--- src/rtl/da4_pkg.sv ---
// rtl/da4_pkg.sv - shared constants and state encoding for the DA4 update scheduler
package da4_pkg;
  localparam logic [3:0] CMD_WR_UPD    = 4'b0011;
  localparam logic [3:0] CMD_REF_SETUP = 4'b1000;
  localparam int         REF_ON        = 1;

  typedef enum logic [2:0] {
    ST_INIT_SEND,
    ST_INIT_WAIT,
    ST_GAP,
    ST_IDLE,
    ST_SEND,
    ST_WAIT
  } state_t;
endpackage

--- src/rtl/rr_pick.sv ---
// rtl/rr_pick.sv - round-robin first-set finder over request bits, starting after last
module rr_pick #(
  parameter int NCH = 8
) (
  input  logic [NCH-1:0] req,
  input  logic [2:0]     last,
  output logic           found,
  output logic [2:0]     idx
);
  // Walk from farthest to nearest so the nearest set bit after last wins.
  always_comb begin
    logic [2:0] k;
    found = 1'b0;
    idx   = last;
    k     = '0;
    for (int i = NCH; i >= 1; i--) begin
      k = 3'((int'(last) + i) % NCH);
      if (req[k]) begin
        found = 1'b1;
        idx   = k;
      end
    end
  end
endmodule

--- src/rtl/da4_update_scheduler.sv ---
// rtl/da4_update_scheduler.sv - sequences reference-enable and per-channel writes to the DA4 SPI master
module da4_update_scheduler #(
  parameter int NCH     = 8,
  parameter int DW      = 12,
  parameter int GAP     = 4,
  parameter int TIMEOUT = 4096
) (
  input  logic          clk100mhz,
  input  logic          rst_n,
  input  logic          wr_en,
  input  logic [2:0]    wr_ch,
  input  logic [DW-1:0] wr_data,
  output logic          st_wrt,
  output logic [3:0]    dac_cmd,
  output logic [3:0]    dac_addr,
  output logic [DW-1:0] dac_data,
  input  logic          done,
  output logic          init_done,
  output logic          busy,
  output logic          err
);
  import da4_pkg::*;

  localparam int CMAX = (TIMEOUT > GAP) ? TIMEOUT : GAP;
  localparam int CW   = $clog2(CMAX + 1);

  state_t          state, state_n;
  logic [CW-1:0]   cnt, cnt_n;
  logic [2:0]      ch, ch_n, last_ch;
  logic [NCH-1:0]  dirty, wr_mask, clr_mask, pick_req;
  logic [DW-1:0]   shadow [NCH];
  logic            pick_found;
  logic [2:0]      pick_idx;
  logic            start, load_init, load_ch, set_init, set_err;

  always_comb begin
    wr_mask = '0;
    if (wr_en && ({29'd0, wr_ch} < NCH)) wr_mask[wr_ch] = 1'b1;
  end

  // A write landing this cycle is visible to the picker so IDLE can leave immediately.
  assign pick_req = dirty | wr_mask;

  rr_pick #(.NCH(NCH)) u_pick (
    .req   (pick_req),
    .last  (last_ch),
    .found (pick_found),
    .idx   (pick_idx)
  );

  always_comb begin
    state_n   = state;
    cnt_n     = cnt;
    ch_n      = ch;
    start     = 1'b0;
    load_init = 1'b0;
    load_ch   = 1'b0;
    set_init  = 1'b0;
    set_err   = 1'b0;
    clr_mask  = '0;
    case (state)
      ST_INIT_SEND: begin
        start     = 1'b1;
        load_init = 1'b1;
        cnt_n     = '0;
        state_n   = ST_INIT_WAIT;
      end
      ST_INIT_WAIT: begin
        if (done) begin
          set_init = 1'b1;
          cnt_n    = '0;
          state_n  = ST_GAP;
        end else if (cnt == CW'(TIMEOUT - 1)) begin
          set_init = 1'b1;
          set_err  = 1'b1;
          cnt_n    = '0;
          state_n  = ST_GAP;
        end else begin
          cnt_n = cnt + 1'b1;
        end
      end
      ST_GAP: begin
        if (cnt == CW'(GAP - 1)) begin
          cnt_n   = '0;
          state_n = ST_IDLE;
        end else begin
          cnt_n = cnt + 1'b1;
        end
      end
      ST_IDLE: begin
        if (pick_found) begin
          ch_n    = pick_idx;
          state_n = ST_SEND;
        end
      end
      ST_SEND: begin
        start        = 1'b1;
        load_ch      = 1'b1;
        clr_mask[ch] = 1'b1;
        cnt_n        = '0;
        state_n      = ST_WAIT;
      end
      ST_WAIT: begin
        if (done) begin
          cnt_n   = '0;
          state_n = ST_GAP;
        end else if (cnt == CW'(TIMEOUT - 1)) begin
          set_err = 1'b1;
          cnt_n   = '0;
          state_n = ST_GAP;
        end else begin
          cnt_n = cnt + 1'b1;
        end
      end
      default: state_n = ST_INIT_SEND;
    endcase
  end

  always_ff @(posedge clk100mhz or negedge rst_n) begin
    if (!rst_n) begin
      state     <= ST_INIT_SEND;
      cnt       <= '0;
      ch        <= '0;
      last_ch   <= 3'(NCH - 1);
      st_wrt    <= 1'b0;
      dac_cmd   <= '0;
      dac_addr  <= '0;
      dac_data  <= '0;
      init_done <= 1'b0;
      err       <= 1'b0;
    end else begin
      state     <= state_n;
      cnt       <= cnt_n;
      ch        <= ch_n;
      st_wrt    <= start;
      init_done <= init_done | set_init;
      err       <= err | set_err;
      if (load_init) begin
        dac_cmd  <= CMD_REF_SETUP;
        dac_addr <= 4'h0;
        dac_data <= DW'(REF_ON);
      end
      if (load_ch) begin
        dac_cmd  <= CMD_WR_UPD;
        dac_addr <= {1'b0, ch};
        dac_data <= shadow[ch];
        last_ch  <= ch;
      end
    end
  end

  // Set beats clear so a write racing its own SEND is re-sent with the new value.
  always_ff @(posedge clk100mhz or negedge rst_n) begin
    if (!rst_n) begin
      dirty <= '0;
      for (int i = 0; i < NCH; i++) shadow[i] <= '0;
    end else begin
      dirty <= (dirty & ~clr_mask) | wr_mask;
      for (int i = 0; i < NCH; i++) begin
        if (wr_mask[i]) shadow[i] <= wr_data;
      end
    end
  end

  assign busy = (state == ST_SEND) || (state == ST_WAIT);
endmodule

--- config.mk ---
export PLATFORM = sky130hd
export DESIGN_NAME = da4_update_scheduler
export DESIGN_NICKNAME = d
export VERILOG_FILES = /design/src/rtl/da4_pkg.sv /design/src/rtl/rr_pick.sv /design/src/rtl/da4_update_scheduler.sv
export SDC_FILE = /design/constraint.sdc
export NUM_CORES = 1
export LEC_CHECK = 0
export CORE_MARGIN = 5
export CORE_UTILIZATION = 60
export DETAILED_ROUTE_END_ITERATION = 6
export GPL_TIMING_DRIVEN = 0
export PLACE_DENSITY = 0.88
export REMOVE_ABC_BUFFERS = 1
export SLEW_MARGIN = 15
export SYNTH_ARGS = -nofsm -noshare
export SYNTH_HDL_FRONTEND = slang
export SYNTH_SLANG_ARGS = --single-unit
--- constraint.sdc ---
create_clock -name clk100mhz -period 4 [get_ports clk100mhz]
set_input_delay 0.8 -clock clk100mhz [delete_from_list [all_inputs] [get_ports clk100mhz]]
set_output_delay 0.8 -clock clk100mhz [all_outputs]
set_load 0.01 [all_outputs]
### The metal 1 layer, run 1

Bar = 20 µm.
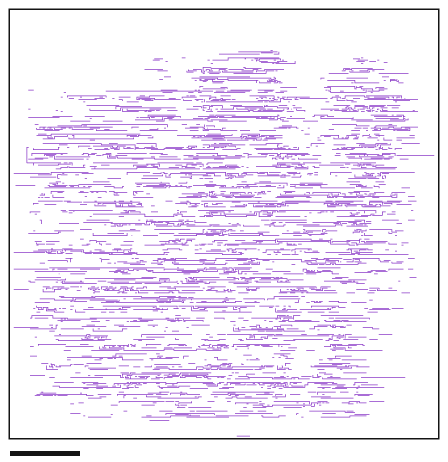
- main direction: horizontal
- wire length on this layer: 7560 µm
- nets with wire on the layer: 741
- longest straight run: 32.7 µm
vias after detailed routing: 5997
sum of routed wire length over all layers: 19.9 mm
met1 track demand over resource: 35.4%

### M2 wires, run 1

Bar = 20 µm.
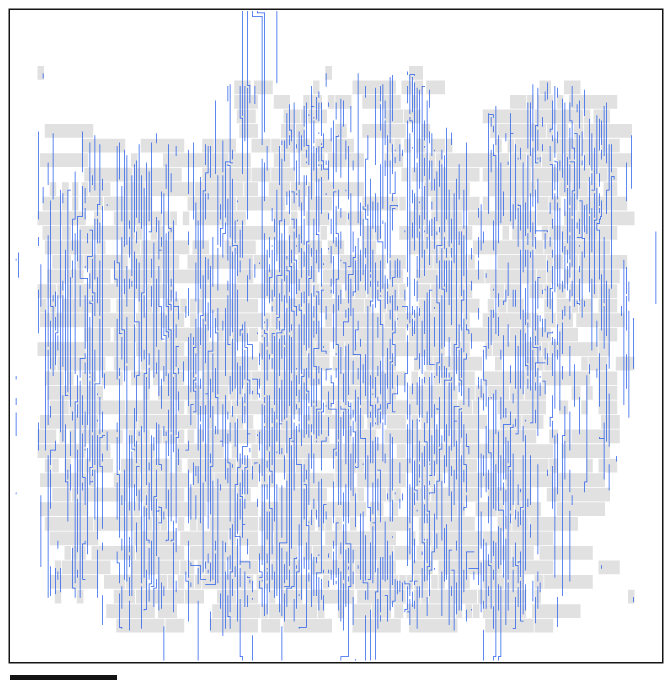
- longest straight run: 45.2 µm
- nets with wire on the layer: 678
- wire length on this layer: 10200 µm
global-route met2 utilization: 47.9%

### Signal wires on met3, run 1

Bar = 20 µm.
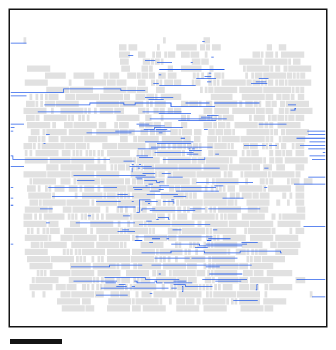
- longest straight run: 38.4 µm
- nets with wire on the layer: 119
- main direction: horizontal
global routing met3 resource utilization: 6.78%

==> impl_report.txt, run 1 <==
FLOW METRICS REPORT
----------------------------------------------------
[Global route]
  GRT overflow ........................ 0
  Via count of the first global-routing pass ........................ roughly 6300
  Routing layer with the top usage in global route ........................ met2
  Largest net degree at the start of global routing ........................ about 75
  Global-route wire length before repair ........................ about 33 mm
  Antenna violations before repair ........................ 0

[Status]
  Result of the run ........................ finished clean

[Synth]
  Share of flip-flops with an asynchronous set or reset after synthesis ........................ 100%
  Multiplexer fraction of the synthesized cell area ........................ ~16%
  EDFF count, synth ........................ 0
  Cell Area, Synth ........................ 7510 µm²
  Synthesis-stage register bit count ........................ 146
  Yosys warns ........................ 0
  AND-OR/OR-AND Cells, Area Fraction ........................ 8.78%
  XOR Share, Synth ........................ roughly 1.5%
  Simple logic cell fraction of the synthesized area ........................ 20.5%
  Adder and majority cell fraction of the synthesized area ........................ 0.500%
  Top FF cell, synth ........................ sky130_fd_sc_hd__dfrtp_1
  Post-synthesis cell type count ........................ roughly 63
  Yosys Instances ........................ 741
  YS chip area ........................ 7510 µm²
  Cell count after synthesis ........................ 741
  Syn_area_per_cell ........................ 10.1 µm²
  Cell types with the largest area share after synthesis ........................ sky130_fd_sc_hd__dfrtp_1 48%, sky130_fd_sc_hd__nand2_1 12%, sky130_fd_sc_hd__mux4_2 8.1%
  Largest combinational cell category by area ........................ simple AND/OR/NAND/NOR gates
  Count leader, synth ........................ sky130_fd_sc_hd__nand2_1
  List of most frequent post-synthesis cells ........................ 239 x sky130_fd_sc_hd__nand2_1, 143 x sky130_fd_sc_hd__dfrtp_1, 38 x sky130_fd_sc_hd__mux2_2

[Drt]
  Post-route ant nets ........................ 0
  Drt initial violations ........................ 721
  WL per Instance ........................ 21.1 µm
  First-pass iteration count of the detailed router ........................ 5
  Via density ........................ 6.34
  Routed wire length on met3 ........................ ~1.6 mm
  Routed metal-1 wirelength ........................ 7.55 mm
  Top metal layer carrying routed signals ........................ met4
  Met2 wire length ........................ slightly above 10 mm
  Drc violations ........................ 0

[Clocking]
  Worst-path clk slew ........................ ~60 ps
  Total CTS buffers ........................ 17
  Number of buffers on the longest clock path ........................ 2
  Number of gates given a new drive strength after cts ........................ 2
  Number of levels in the clock H-tree ........................ 4
  Clock root buffer ........................ sky130_fd_sc_hd__clkbuf_16
  Insertion delay to the later sink of the worst-skew pair ........................ 430 ps
  Count of hold-fix buffers inserted at cts ........................ 0
  TritonCTS Sinks ........................ 146
  Post-CTS setup repair buffer count ........................ 0
  TritonCTS clock tree ........................ yes

[Power and ir drop]
  Internal portion of total power ........................ between 0.003 and 0.004 W
  Pwr dens ........................ 690 nW/µm²
  Largest power group ........................ registers
  Clock share of power ........................ 27.6%
  Combinational logic power ........................ 0.00211 W
  Sequential cell fraction of total power ........................ 37.3%
  Post-layout total power ........................ 0.00601 W
  Seq power ........................ 0.00224 W
  Share of total power consumed by net switching ........................ 35.6%
  Standby leakage power ........................ 3.90 nW
  Worst vdd rail ir drop ........................ between 0.4 and 0.5 mV
  Reported clock group power ........................ between 0.0015 and 0.002 W
  Net switching power of the design ........................ 0.00214 W
  Power share of the combinational group ........................ 35.1%

[Floorplanning]
  Area of the placeable core ........................ 12200 µm²
  Vertical die dimension ........................ 122 µm
  Initial cell density of the core ........................ 61.8%
  Overall die width ........................ 122 µm
  Placement Rows ........................ 40
  Chip Footprint ........................ 14900 µm²
  Top-level I/O count ........................ 43
  Well-tap cell count ........................ 168

[Worst setup path]
  Crit. Startpoint ........................ wr_ch[0]
  Most frequent CP cell ........................ sky130_fd_sc_hd__a211o_1
  Ordered cell list for the critical path ........................ clkdlybuf4s50_1 -> nand4bb_2 -> a22o_1 -> mux4_2 -> nor4b_4 -> a211o_1 -> a211o_1 -> o211ai_2
  Worst path max stage delay ........................ 820 ps
  Worst setup SP type ........................ primary input
  Count of buffering cells on the critical path with inverters included ........................ 1
  Critical path's top delay family ........................ AND-OR/OR-AND gates
  Highest-delay cell along the critical path ........................ sky130_fd_sc_hd__nand4bb_2
  Internal reg-to-reg setup slack ........................ 470 ps
  Reg2reg path depth ........................ 8
  Signal arrival time at the worst endpoint ........................ 4210 ps
  Worst Setup End Kind ........................ register
  Critical path peak fanout ........................ 15
  Data required time of the critical path ........................ 4350 ps
  Total number of cells along the worst setup path ........................ 8
  Reg2Reg Launch Point ........................ last_ch[1]$_DFFE_PN1P_
  Capture point of the worst path ........................ ch[0]$_DFFE_PN0P_

[Final layout]
  Non-clock inverter count in the final layout ........................ 9
  Clk cell area share ........................ 7.13%
  Most used cells in the layout excluding fill and tap cells ........................ 239 x sky130_fd_sc_hd__nand2_1, 141 x sky130_fd_sc_hd__dfrtp_1, 38 x sky130_fd_sc_hd__mux2_2, 38 x sky130_fd_sc_hd__clkdlybuf4s50_1, 36 x sky130_fd_sc_hd__nor2_1
  Total Nets Final ........................ 787
  Combinational share of cell area ........................ 41.9%
  Fill count ........................ 833
  Most common logic cell in the routed design ........................ sky130_fd_sc_hd__nand2_1
  Inserted Diodes ........................ 0
  Share of layout cells above drive strength 1 ........................ ~17%
  Number of clock buffers in the layout ........................ 20
  Non-filler cells in the finished layout ........................ 946
  Non-Clock Buffer Area Fraction ........................ 6.09%
  Logic cell area ........................ around 3600 µm²
  Final core area utilization ........................ between 70 and 80%
  Regs by FF count ........................ shadow: 96 flops, cnt: 13 flops, dac_data: 12 flops
  Area taken by flip-flops and latches ........................ approximately 3700 µm²
  Seq cells ........................ between 100 and 150
  Layout buffer count excluding clock buffers ........................ 50
  Biggest register ........................ shadow
  Largest register FFs ........................ around 96
  Combinational gates ........................ approximately 540
  Sequential share of cell area ........................ 42.0%
  Area growth, synth to finish ........................ 15.9%

[Placed design]
  HPWL after detailed placement ........................ about 12 mm
  Post-Place Cells ........................ 910
  Placed inst area ........................ 8040 µm²
  Final weighted congestion in routability-driven placement ........................ 0.887
  IO Port Bufs ........................ 40

[Final timing]
  Slew @ Worst Pin ........................ 1060 ps
  Worst clock skew on the final layout ........................ just under 8 ps
  Total negative slack ........................ 0 ps
  Crit share post-route ........................ 96.5%
  Minimum hold slack ........................ 401 ps
  Min Tclk post-route ........................ 3860 ps
  F_max ........................ 0.259 GHz
  RSZ-0062 raised after global routing ........................ no
  Final Worst Setup Slack ........................ 139 ps
  Relative max-transition margin ........................ 29.7%
  Finish-stage setup viols ........................ 0
  Final slew viol count ........................ 0

[Run]
  Max_cap viols ........................ 0
  OpenROAD warning count ........................ 26

[Worst hold path]
  Worst hold path type ........................ primary input to async pin

----------------------------------------------------
==> run 1 -> run 2 <==
--- a/config.mk
+++ b/config.mk
@@ -7,6 +7,7 @@
 export LEC_CHECK = 0
 export CORE_MARGIN = 5
 export CORE_UTILIZATION = 60
+export CTS_CLUSTER_SIZE = 8
 export DETAILED_ROUTE_END_ITERATION = 6
 export GPL_TIMING_DRIVEN = 0
 export PLACE_DENSITY = 0.88
### Track usage over the die, run 2

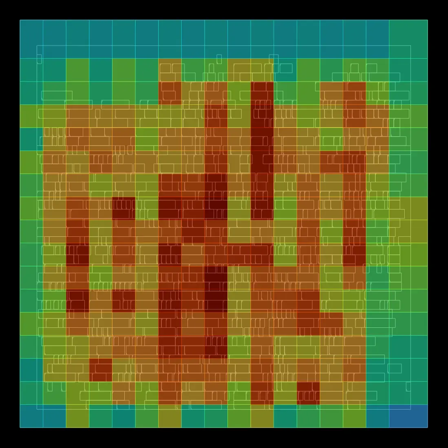
routing layer with the top usage in global route: met2
final core area utilization: 71.6%

==> run 2 against run 1 <==
Worst setup slack is the same. Global-route usage did not move. Sequential cell count did not move. Register-to-register slack about the same.
==> impl_report.txt, run 2 <==
FLOW METRICS REPORT
----------------------------------------------------
[Floorplanning]
  Initial cell density of the core ........................ 61.8%
  Chip Footprint ........................ 14900 µm²
  Top-level I/O count ........................ 43
  Well-tap cell count ........................ 168
  Area of the placeable core ........................ 12200 µm²
  Overall die width ........................ 122 µm
  Placement Rows ........................ around 40
  Vertical die dimension ........................ approximately 120 µm

[Worst hold path]
  Worst hold path type ........................ primary input to async pin

[Final timing]
  Final slew viol count ........................ 0
  F_max ........................ 0.259 GHz
  Min Tclk post-route ........................ 3860 ps
  Final Worst Setup Slack ........................ around 140 ps
  Relative max-transition margin ........................ between 20% and 30%
  Finish-stage setup viols ........................ 0
  Slew @ Worst Pin ........................ 1060 ps
  Total negative slack ........................ 0 ps
  Worst clock skew on the final layout ........................ 7.86 ps
  RSZ-0062 raised after global routing ........................ no
  Minimum hold slack ........................ 401 ps
  Crit share post-route ........................ about 97%

[Worst setup path]
  Total number of cells along the worst setup path ........................ 8
  Critical path's top delay family ........................ AND-OR/OR-AND gates
  Crit. Startpoint ........................ wr_ch[0]
  Most frequent CP cell ........................ sky130_fd_sc_hd__a211o_1
  Signal arrival time at the worst endpoint ........................ 4210 ps
  Reg2Reg Launch Point ........................ last_ch[1]$_DFFE_PN1P_
  Internal reg-to-reg setup slack ........................ 470 ps
  Ordered cell list for the critical path ........................ clkdlybuf4s50_1 -> nand4bb_2 -> a22o_1 -> mux4_2 -> nor4b_4 -> a211o_1 -> a211o_1 -> o211ai_2
  Capture point of the worst path ........................ ch[0]$_DFFE_PN0P_
  Worst setup SP type ........................ primary input
  Worst Setup End Kind ........................ register
  Count of buffering cells on the critical path with inverters included ........................ 1
  Worst path max stage delay ........................ 820 ps
  Highest-delay cell along the critical path ........................ sky130_fd_sc_hd__nand4bb_2
  Reg2reg path depth ........................ 8
  Data required time of the critical path ........................ about 4400 ps

[Global route]
  Largest net degree at the start of global routing ........................ 75
  Met1 track demand over resource ........................ 35.4%
  Global-route met2 utilization ........................ 47.9%
  Via count of the first global-routing pass ........................ 6345
  Antenna violations before repair ........................ 0
  GRT overflow ........................ 0
  Global routing met3 resource utilization ........................ 6.78%
  Global-route wire length before repair ........................ 32.6 mm

[Power and ir drop]
  Sequential cell fraction of total power ........................ between 30% and 40%
  Seq power ........................ 0.00224 W
  Power share of the combinational group ........................ 35.1%
  Net switching power of the design ........................ 0.00214 W
  Post-layout total power ........................ between 0.006 and 0.007 W
  Standby leakage power ........................ 3.90 nW
  Internal portion of total power ........................ 0.00387 W
  Clock share of power ........................ 27.6%
  Combinational logic power ........................ 0.00211 W
  Share of total power consumed by net switching ........................ 35.6%
  Largest power group ........................ registers
  Pwr dens ........................ 690 nW/µm²
  Reported clock group power ........................ 0.00166 W
  Worst vdd rail ir drop ........................ 0.414 mV

[Placed design]
  Placed inst area ........................ approximately 8000 µm²
  Post-Place Cells ........................ 910
  IO Port Bufs ........................ around 40
  Final weighted congestion in routability-driven placement ........................ 0.887
  HPWL after detailed placement ........................ 12.4 mm

[Final layout]
  Area growth, synth to finish ........................ 15.9%
  Share of layout cells above drive strength 1 ........................ between 10% and 20%
  Inserted Diodes ........................ 0
  Seq cells ........................ 146
  Regs by FF count ........................ shadow: 96 flops, cnt: 13 flops, dac_data: 12 flops
  Cell area after layout ........................ 8700 µm²
  Number of clock buffers in the layout ........................ 20
  Most used cells in the layout excluding fill and tap cells ........................ 239 x sky130_fd_sc_hd__nand2_1, 141 x sky130_fd_sc_hd__dfrtp_1, 38 x sky130_fd_sc_hd__mux2_2, 38 x sky130_fd_sc_hd__clkdlybuf4s50_1, 36 x sky130_fd_sc_hd__nor2_1
  Layout buffer count excluding clock buffers ........................ 50
  Most common logic cell in the routed design ........................ sky130_fd_sc_hd__nand2_1
  Sequential share of cell area ........................ 42.0%
  Non-filler cells in the finished layout ........................ 946
  Combinational share of cell area ........................ 41.9%
  Total Nets Final ........................ roughly 790
  Area taken by flip-flops and latches ........................ between 3000 and 4000 µm²
  Combinational gates ........................ 541
  Non-clock inverter count in the final layout ........................ 9
  Logic cell area ........................ about 3600 µm²
  Clk cell area share ........................ 7.13%
  Biggest register ........................ shadow
  Fill count ........................ around 830
  Non-Clock Buffer Area Fraction ........................ 6.09%

[Clocking]
  Number of levels in the clock H-tree ........................ 4
  Number of gates given a new drive strength after cts ........................ 2
  Post-CTS setup repair buffer count ........................ 0
  Count of hold-fix buffers inserted at cts ........................ 0
  Clock root buffer ........................ sky130_fd_sc_hd__clkbuf_16
  Insertion delay to the later sink of the worst-skew pair ........................ 430 ps
  Total CTS buffers ........................ 17
  TritonCTS clock tree ........................ yes
  Worst-path clk slew ........................ 60 ps
  Number of buffers on the longest clock path ........................ 2
  TritonCTS Sinks ........................ 146

[Synth]
  Synthesis-stage register bit count ........................ 146
  AND-OR/OR-AND Cells, Area Fraction ........................ 8.78%
  Top FF cell, synth ........................ sky130_fd_sc_hd__dfrtp_1
  Count leader, synth ........................ sky130_fd_sc_hd__nand2_1
  Cell Area, Synth ........................ approximately 7500 µm²
  YS chip area ........................ 7510 µm²
  Post-synthesis cell type count ........................ 63
  Simple logic cell fraction of the synthesized area ........................ 20.5%
  Share of flip-flops with an asynchronous set or reset after synthesis ........................ 100%
  Largest combinational cell category by area ........................ simple AND/OR/NAND/NOR gates
  XOR Share, Synth ........................ approximately 1.5%
  EDFF count, synth ........................ 0
  Multiplexer fraction of the synthesized cell area ........................ 16.5%
  Yosys warns ........................ 0
  Adder and majority cell fraction of the synthesized area ........................ 0.500%
  Syn_area_per_cell ........................ 10.1 µm²
  Yosys Instances ........................ 741
  List of most frequent post-synthesis cells ........................ 239 x sky130_fd_sc_hd__nand2_1, 143 x sky130_fd_sc_hd__dfrtp_1, 38 x sky130_fd_sc_hd__mux2_2
  Cell count after synthesis ........................ 741
  Cell types with the largest area share after synthesis ........................ sky130_fd_sc_hd__dfrtp_1 48%, sky130_fd_sc_hd__nand2_1 12%, sky130_fd_sc_hd__mux4_2 8.1%

[Drt]
  Post-route ant nets ........................ 0
  Top metal layer carrying routed signals ........................ met4
  Sum of routed wire length over all layers ........................ 19.9 mm
  Routed wire length on met3 ........................ approximately 1.6 mm
  First-pass iteration count of the detailed router ........................ 5
  Drc violations ........................ 0
  Vias after detailed routing ........................ 5997
  Via density ........................ 6.34
  WL per Instance ........................ ~21 µm
  Drt initial violations ........................ 721
  Met2 wire length ........................ around 10 mm
  Routed metal-1 wirelength ........................ 7.55 mm

[Run]
  OpenROAD warning count ........................ 26
  Max_cap viols ........................ 0

[Status]
  Result of the run ........................ finished clean

----------------------------------------------------
### Metal 4, run 2

Bar = 20 µm.
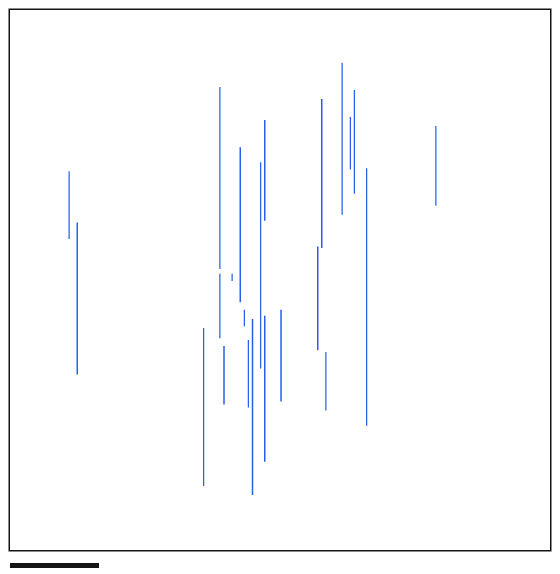
- wire length on this layer: 581 µm
- main direction: vertical
- share of all routed wire: 2.9%
- longest straight run: 57.8 µm
- nets with wire on the layer: 20

==> run 2 -> run 3 <==
--- a/config.mk
+++ b/config.mk
@@ -5,6 +5,7 @@
 export SDC_FILE = /design/constraint.sdc
 export NUM_CORES = 1
 export LEC_CHECK = 0
+export CORE_ASPECT_RATIO = 1.2
 export CORE_MARGIN = 5
 export CORE_UTILIZATION = 60
 export CTS_CLUSTER_SIZE = 8
### Signal wires on met3, run 3

Bar = 20 µm.
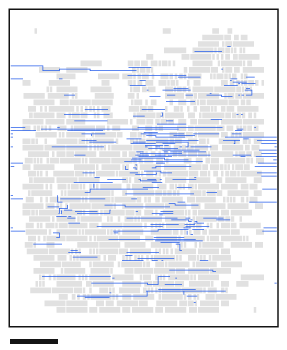
- longest straight run: 57.5 µm
- main direction: horizontal
- share of all routed wire: 8.8%
global routing met3 resource utilization: 7.13%
sum of routed wire length over all layers: 20.0 mm
vias after detailed routing: 6124

==> run 3 against run 2 <==
Core utilization decreased by 0.12 points. Area after synthesis stayed put. Sequential share of layout area grew 0.054 points. Non-clock buffer count rose by 3. Critical path depth up 1. Worst setup slack better by 20 ps. Global-route usage down 0.50 points. Die size barely moved. First-iteration DRC count fell by 17%. Cell area shrank 0.13%. Clock skew hardly changed. Fmax rose by 0.51%.
==> impl_report.txt, run 3 <==
FLOW METRICS REPORT
----------------------------------------------------
[Run]
  Max_cap viols ........................ 0
  OpenROAD warning count ........................ 28

[Final layout]
  Biggest register ........................ shadow
  Layout buffer count excluding clock buffers ........................ about 53
  Total Nets Final ........................ approximately 790
  Fill count ........................ just under 800
  Sequential share of cell area ........................ 42.1%
  Regs by FF count ........................ shadow: 96 flops, cnt: 13 flops, dac_data: 12 flops
  Combinational gates ........................ roughly 540
  Logic cell area ........................ 3650 µm²
  Inserted Diodes ........................ 0
  Non-Clock Buffer Area Fraction ........................ between 6 and 7%
  Non-clock inverter count in the final layout ........................ 9
  Seq cells ........................ 146
  Clk cell area share ........................ just under 7%
  Share of layout cells above drive strength 1 ........................ 17.0%
  Largest register FFs ........................ 96
  Most used cells in the layout excluding fill and tap cells ........................ 239 x sky130_fd_sc_hd__nand2_1, 141 x sky130_fd_sc_hd__dfrtp_1, 39 x sky130_fd_sc_hd__clkdlybuf4s50_1
  Final core area utilization ........................ between 70% and 80%
  Combinational share of cell area ........................ 42.0%
  Area growth, synth to finish ........................ 15.7%
  Number of clock buffers in the layout ........................ 19

[Clocking]
  Number of gates given a new drive strength after cts ........................ 2
  Number of buffers on the longest clock path ........................ 2
  Number of levels in the clock H-tree ........................ 4
  Insertion delay to the later sink of the worst-skew pair ........................ about 440 ps
  TritonCTS clock tree ........................ yes
  TritonCTS Sinks ........................ 146
  Count of hold-fix buffers inserted at cts ........................ 0
  Clock root buffer ........................ sky130_fd_sc_hd__clkbuf_16

[Final timing]
  Crit share post-route ........................ 96.0%
  Min Tclk post-route ........................ a little under 4000 ps
  Minimum hold slack ........................ between 200 and 300 ps
  Slew @ Worst Pin ........................ 1190 ps
  Worst clock skew on the final layout ........................ 8.07 ps
  Relative max-transition margin ........................ 20.5%
  Final slew viol count ........................ 0
  Final Worst Setup Slack ........................ roughly 160 ps
  RSZ-0062 raised after global routing ........................ no
  Total negative slack ........................ 0 ps
  F_max ........................ 0.260 GHz

[Power and ir drop]
  Sequential cell fraction of total power ........................ 37.9%
  Reported clock group power ........................ between 0.0015 and 0.002 W
  Post-layout total power ........................ 0.00592 W
  Net switching power of the design ........................ approximately 0.0021 W
  Standby leakage power ........................ 3.89 nW
  Worst vdd rail ir drop ........................ around 0.47 mV
  Largest power group ........................ registers
  Combinational logic power ........................ approximately 0.0021 W
  Internal portion of total power ........................ 0.00378 W
  Clock share of power ........................ 27.0%
  Pwr dens ........................ 681 nW/µm²

[Synth]
  Cell Area, Synth ........................ 7510 µm²
  Multiplexer fraction of the synthesized cell area ........................ between 10% and 20%
  Adder and majority cell fraction of the synthesized area ........................ 0.500%
  Top FF cell, synth ........................ sky130_fd_sc_hd__dfrtp_1
  Synthesis-stage register bit count ........................ 146
  Cell types with the largest area share after synthesis ........................ sky130_fd_sc_hd__dfrtp_1 48%, sky130_fd_sc_hd__nand2_1 12%, sky130_fd_sc_hd__mux4_2 8.1%
  Count leader, synth ........................ sky130_fd_sc_hd__nand2_1
  AND-OR/OR-AND Cells, Area Fraction ........................ around 8.8%
  Yosys warns ........................ 0
  YS chip area ........................ 7510 µm²
  List of most frequent post-synthesis cells ........................ 239 x sky130_fd_sc_hd__nand2_1, 143 x sky130_fd_sc_hd__dfrtp_1, 38 x sky130_fd_sc_hd__mux2_2
  Simple logic cell fraction of the synthesized area ........................ 20.5%
  Yosys Instances ........................ 741
  XOR Share, Synth ........................ between 1.5 and 2%
  Largest combinational cell category by area ........................ simple AND/OR/NAND/NOR gates
  Syn_area_per_cell ........................ 10.1 µm²
  Share of flip-flops with an asynchronous set or reset after synthesis ........................ 100%
  Post-synthesis cell type count ........................ 63

[Global route]
  Via count of the first global-routing pass ........................ 6546
  Antenna violations before repair ........................ 0
  Routing layer with the top usage in global route ........................ met2
  Met1 track demand over resource ........................ 34.1%
  Largest net degree at the start of global routing ........................ between 100 and 150

[Worst setup path]
  Worst path max stage delay ........................ 910 ps
  Capture point of the worst path ........................ ch[0]$_DFFE_PN0P_
  Worst Setup End Kind ........................ register
  Highest-delay cell along the critical path ........................ sky130_fd_sc_hd__clkdlybuf4s50_1
  Count of buffering cells on the critical path with inverters included ........................ 2
  Internal reg-to-reg setup slack ........................ 540 ps
  Most frequent CP cell ........................ sky130_fd_sc_hd__a211o_1
  Ordered cell list for the critical path ........................ clkdlybuf4s50_1 -> nor4bb_4 -> buf_6 -> o32ai_1 -> mux4_2 -> nor4b_4 -> a211o_1 -> a211o_1 -> o211ai_2
  Total number of cells along the worst setup path ........................ 9
  Worst setup SP type ........................ primary input
  Crit. Startpoint ........................ wr_ch[0]
  Critical path's top delay family ........................ buffers and inverters
  Reg2reg path depth ........................ 8
  Reg2Reg Launch Point ........................ last_ch[1]$_DFFE_PN1P_
  Signal arrival time at the worst endpoint ........................ 4200 ps
  Data required time of the critical path ........................ 4360 ps
  Critical path peak fanout ........................ 15

[Drt]
  Met2 wire length ........................ about 10 mm
  Via density ........................ 6.50
  Drc violations ........................ 0
  WL per Instance ........................ 21.2 µm
  First-pass iteration count of the detailed router ........................ 5
  Routed wire length on met3 ........................ around 1.8 mm
  Drt initial violations ........................ 595
  Top metal layer carrying routed signals ........................ met4
  Post-route ant nets ........................ 0
  Routed metal-1 wirelength ........................ 7.54 mm

[Placed design]
  HPWL after detailed placement ........................ 12.4 mm
  Final weighted congestion in routability-driven placement ........................ 0.897
  Placed inst area ........................ between 8000 and 9000 µm²

[Floorplanning]
  Overall die width ........................ around 110 µm
  Vertical die dimension ........................ 133 µm
  Chip Footprint ........................ 14900 µm²
  Top-level I/O count ........................ between 40 and 50
  Area of the placeable core ........................ 12200 µm²
  Placement Rows ........................ between 40 and 50
  Well-tap cell count ........................ 161

[Worst hold path]
  Worst hold path type ........................ primary input to async pin

[Status]
  Result of the run ........................ finished clean

----------------------------------------------------
### M2 wires, run 3

Bar = 20 µm.
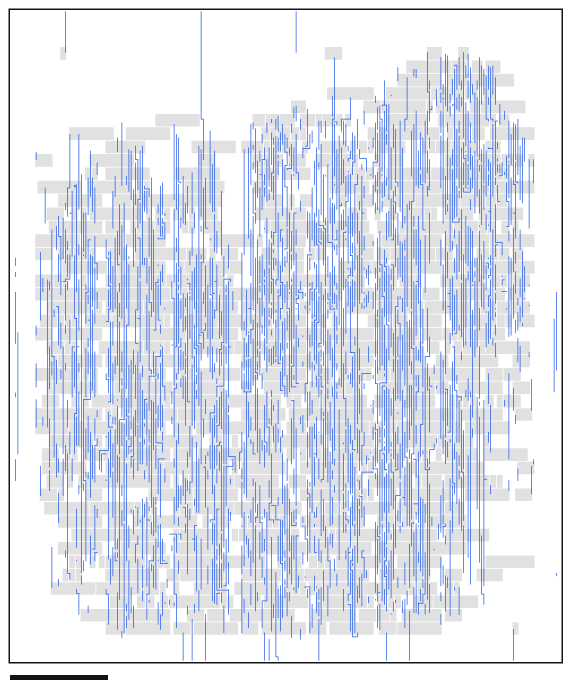
- main direction: vertical
- share of all routed wire: 50%
- nets with wire on the layer: 691
- longest straight run: 80.9 µm
global-route met2 utilization: 45.7%

Power and IR drop assume default switching activity.
